Fig. 1: metal layers overlaid
Two of the layers only.
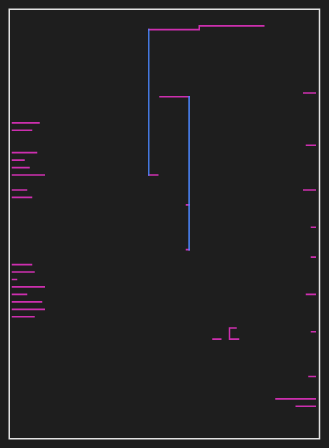
Fig. 2: drive-strength map
Bar = 20 microns.
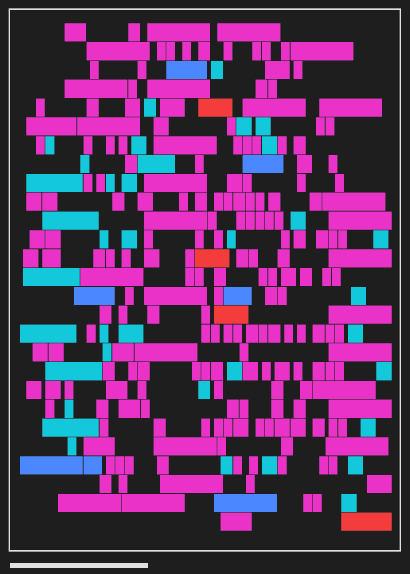
Fig. 3: metal 1
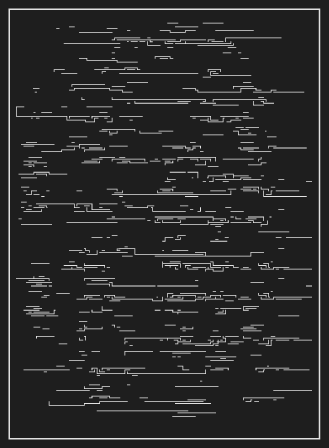
[src/rtl/fpu_pkg.sv]
// Shared types and constants for the single-precision multiplier exponent path.
package fpu_pkg;

    localparam int EXP_W   = 8;
    localparam int BIAS    = 127;
    localparam int EXP_MAX = 255;

    typedef logic [EXP_W-1:0]        exp_t;
    typedef logic signed [EXP_W+1:0] exp_s_t;

    typedef struct packed {
        logic of;
        logic uf;
        logic inv;
    } mul_flags_t;

endpackage

[src/rtl/exp_add9.sv]
// Ripple-carry adder for two biased exponents; carry-out becomes the 9th sum bit.
module exp_add9
    import fpu_pkg::*;
(
    input  logic [EXP_W-1:0] a_i,
    input  logic [EXP_W-1:0] b_i,
    output logic [EXP_W:0]   sum_o
);

    logic [EXP_W:0]   carry;
    logic [EXP_W-1:0] bit_sum;

    assign carry[0] = 1'b0;

    for (genvar i = 0; i < EXP_W; i++) begin : g_fa
        logic half;
        assign half       = a_i[i] ^ b_i[i];
        assign bit_sum[i] = half ^ carry[i];
        assign carry[i+1] = (a_i[i] & b_i[i]) | (carry[i] & half);
    end

    assign sum_o = {carry[EXP_W], bit_sum};

endmodule

[src/rtl/fpu_mul_exp_stage.sv]
// Two-stage valid/ready exponent and sign path of the FP multiplier: bias removal,
// normalisation increment, and overflow/underflow/special-operand classification.
module fpu_mul_exp_stage
    import fpu_pkg::*;
(
    input  logic             clk,
    input  logic             rst_n,
    input  logic             in_valid,
    output logic             in_ready,
    input  logic [EXP_W-1:0] exp_a,
    input  logic [EXP_W-1:0] exp_b,
    input  logic             sign_a,
    input  logic             sign_b,
    input  logic             norm_valid,
    output logic             norm_ready,
    input  logic             norm_inc,
    output logic             out_valid,
    input  logic             out_ready,
    output logic [EXP_W-1:0] exp_out,
    output logic             sign_out,
    output logic             flag_of,
    output logic             flag_uf,
    output logic             flag_inv
);

    logic       s1_valid_q;
    exp_s_t     s1_e1_q;
    logic       s1_sign_q;
    logic       s1_inf_q;
    logic       s1_zero_q;

    logic       s2_valid_q;
    exp_t       exp_q;
    logic       sign_q;
    mul_flags_t flags_q;

    logic [EXP_W:0] sum9;
    exp_s_t         s1_e1_d;
    logic           s1_inf_d;
    logic           s1_zero_d;
    exp_s_t         e2;
    exp_t           exp_d;
    mul_flags_t     flags_d;

    logic accept;
    logic s1_advance;

    exp_add9 u_add (
        .a_i   (exp_a),
        .b_i   (exp_b),
        .sum_o (sum9)
    );

    assign s1_advance = s1_valid_q && norm_valid && (!s2_valid_q || out_ready);
    assign in_ready   = !s1_valid_q || s1_advance;
    assign norm_ready = s1_advance;
    assign accept     = in_valid && in_ready;

    // Denormal operands are flushed, so a zero exponent field means a zero operand.
    assign s1_e1_d   = exp_s_t'({1'b0, sum9}) - exp_s_t'(BIAS);
    assign s1_inf_d  = (exp_a == exp_t'(EXP_MAX)) || (exp_b == exp_t'(EXP_MAX));
    assign s1_zero_d = (exp_a == '0) || (exp_b == '0);

    always_comb begin
        e2      = s1_e1_q + exp_s_t'({{(EXP_W+1){1'b0}}, norm_inc});
        exp_d   = e2[EXP_W-1:0];
        flags_d = '0;
        if (s1_inf_q && s1_zero_q) begin
            exp_d       = exp_t'(EXP_MAX);
            flags_d.inv = 1'b1;
        end else if (s1_inf_q) begin
            exp_d = exp_t'(EXP_MAX);
        end else if (s1_zero_q) begin
            exp_d = '0;
        end else if (e2 >= exp_s_t'(EXP_MAX)) begin
            exp_d      = exp_t'(EXP_MAX);
            flags_d.of = 1'b1;
        end else if (e2 <= exp_s_t'(0)) begin
            exp_d      = '0;
            flags_d.uf = 1'b1;
        end
    end

    always_ff @(posedge clk or negedge rst_n) begin
        if (!rst_n) begin
            s1_valid_q <= 1'b0;
            s1_e1_q    <= '0;
            s1_sign_q  <= 1'b0;
            s1_inf_q   <= 1'b0;
            s1_zero_q  <= 1'b0;
        end else if (accept) begin
            s1_valid_q <= 1'b1;
            s1_e1_q    <= s1_e1_d;
            s1_sign_q  <= sign_a ^ sign_b;
            s1_inf_q   <= s1_inf_d;
            s1_zero_q  <= s1_zero_d;
        end else if (s1_advance) begin
            s1_valid_q <= 1'b0;
        end
    end

    // Result registers only change on advance, so they hold steady under backpressure.
    always_ff @(posedge clk or negedge rst_n) begin
        if (!rst_n) begin
            s2_valid_q <= 1'b0;
            exp_q      <= '0;
            sign_q     <= 1'b0;
            flags_q    <= '0;
        end else if (s1_advance) begin
            s2_valid_q <= 1'b1;
            exp_q      <= exp_d;
            sign_q     <= s1_sign_q;
            flags_q    <= flags_d;
        end else if (out_ready && s2_valid_q) begin
            s2_valid_q <= 1'b0;
        end
    end

    assign out_valid = s2_valid_q;
    assign exp_out   = exp_q;
    assign sign_out  = sign_q;
    assign flag_of   = flags_q.of;
    assign flag_uf   = flags_q.uf;
    assign flag_inv  = flags_q.inv;

endmodule

[config.mk]
export PLATFORM = sky130hd
export DESIGN_NAME = fpu_mul_exp_stage
export DESIGN_NICKNAME = d
export VERILOG_FILES = /design/src/rtl/fpu_pkg.sv /design/src/rtl/exp_add9.sv /design/src/rtl/fpu_mul_exp_stage.sv
export SDC_FILE = /design/constraint.sdc
export NUM_CORES = 1
export LEC_CHECK = 0
export ABC_AREA = 1
export ABC_CLOCK_PERIOD_IN_PS = 2400
export CORE_ASPECT_RATIO = 1.4
export CORE_UTILIZATION = 45
export CTS_CLUSTER_DIAMETER = 200
export DETAILED_ROUTE_END_ITERATION = 10
export DONT_BUFFER_PORTS = 1
export GPL_TIMING_DRIVEN = 0
export HOLD_SLACK_MARGIN = 0.06
export SKIP_LAST_GASP = 1
export SLEW_MARGIN = 25
export SYNTH_ARGS = -nofsm -noshare
export SYNTH_HDL_FRONTEND = slang
export SYNTH_HIERARCHICAL = 1
export SYNTH_SLANG_ARGS = --single-unit
[constraint.sdc]
create_clock -name clk -period 2.4 [get_ports clk]
set_clock_uncertainty 0.2 [all_clocks]
set_input_delay 0.36 -clock clk [delete_from_list [all_inputs] [get_ports clk]]
set_output_delay 0.36 -clock clk [all_outputs]
set_load 0.005 [all_outputs]
==> impl_metrics.json <==
{
  "grtUsageMet3": 0.0264,
  "pwr-share-comb": 0.392,
  "cts_tree": "built",
  "final-nonclk-buf-share": 0.0350,
  "post_dp_cell_area_sq_um": 1940,
  "nNonClkInverters": 39,
  "critical-path-top-delay-family": "adder cells",
  "worstPathCellList": "ha_4, inv_2, fa_2, inv_2, fa_2, fa_2, fa_2, fa_2, fa_2, inv_2, fa_1, inv_2, inv_2, nand2_2, nand3_1, o221ai_2",
  "p_sw_frac": 0.391,
  "max_freq_mhz": 302,
  "power_mw": 1.60,
  "nFlopsAndLatches": 27,
  "yosys.area_share.aoi": 0.0808,
  "ff2ff_path_depth": 11,
  "antenna_found_initial": 0,
  "cp-end-kind": "flip-flop",
  "ir_drop_v": 0.000426,
  "cpMaxStageDelayCell": "fa_1",
  "top_register": "s1_e1_q",
  "required_ns": 2.40,
  "ys_seq_frac": 0.364,
  "synth.top_cell.area_share": 0.364,
  "rsz0062_at_grt": "yes",
  "postCtsSetupBuffers": 0,
  "io_pins": 39,
  "seqAreaFraction": 0.326,
  "fp.dieW_microns": 56.3,
  "drc": 0,
  "sh_comb_area": 0.520,
  "period_used_share": 1.38,
  "r2r_slack_ns": 0.21,
  "synth_cells": 246,
  "fp_util": 0.470,
  "status": "finished, violations left",
  "clk_share": 0.0223,
  "vias": 1518,
  "layout_top_cells": "nand2_1, inv_1, dfrtp_1",
  "yosys-top-cells-count": "nand2_1, inv_1, dfrtp_1",
  "nClkBuffers": 3,
  "cts.repair.resized": 2,
  "chipHeight_microns": 78.0,
  "layout_min_cycle_time_ns": 3.31,
  "simple_gate_area_frac": 0.343,
  "fp.coreArea_sq_um": 3950,
  "nWellTaps": 43,
  "grtUsageMet1": 0.191,
  "num_rows": 27,
  "max_slew_margin": 0.749,
  "tightest_slew_ns": 0.376,
  "finalSetupViolCount": 5,
  "crit_fanout": 3,
  "place_inst": 289,
  "dr.pass1.iters": 4,
  "p_comb_uw": 628,
  "synth-edff-count": 0,
  "failed_checks": "setup timing",
  "grt_pass1_wl_mm": 6.25,
  "grt_pass1_vias": 1512,
  "synth_area_sq_um": 1860,
  "top_layer_used": "met4",
  "layout_setup_ws_ns": -0.908,
  "setup.worst_path.start_class": "primary input",
  "yosys.area_share.adder": 0.102,
  "grt_start_max_net_pins": 28
}
## Picture notes: Fig. 1
Key: blue = met4 [wire length 54.4 microns]; magenta = met3 [wire length 117 microns]
wirelength, routed: 3.71 mm
routed length per instance: 12.5 microns

## Picture notes: Fig. 2
Key: magenta = drive 1 or less [cells 206, share 81%, most used nand2_1]; cyan = drive 2 [cells 37, share 15%, most used inv_2]; blue = drive 3 to 4 [cells 7, share 2.8%]; red = drive 6 and up [cells 4, share 1.6%, most used clkbuf_8]
final worst slack: -0.908 ns
design area: 2070 sq um

## Picture notes: Fig. 3
The layer holds 40% of the routed length. The wires run mostly horizontal. The layer carries 1470 microns of wire. The longest straight run is 21.6 microns.

No activity file was given, so power comes from the tool's default toggle rates.
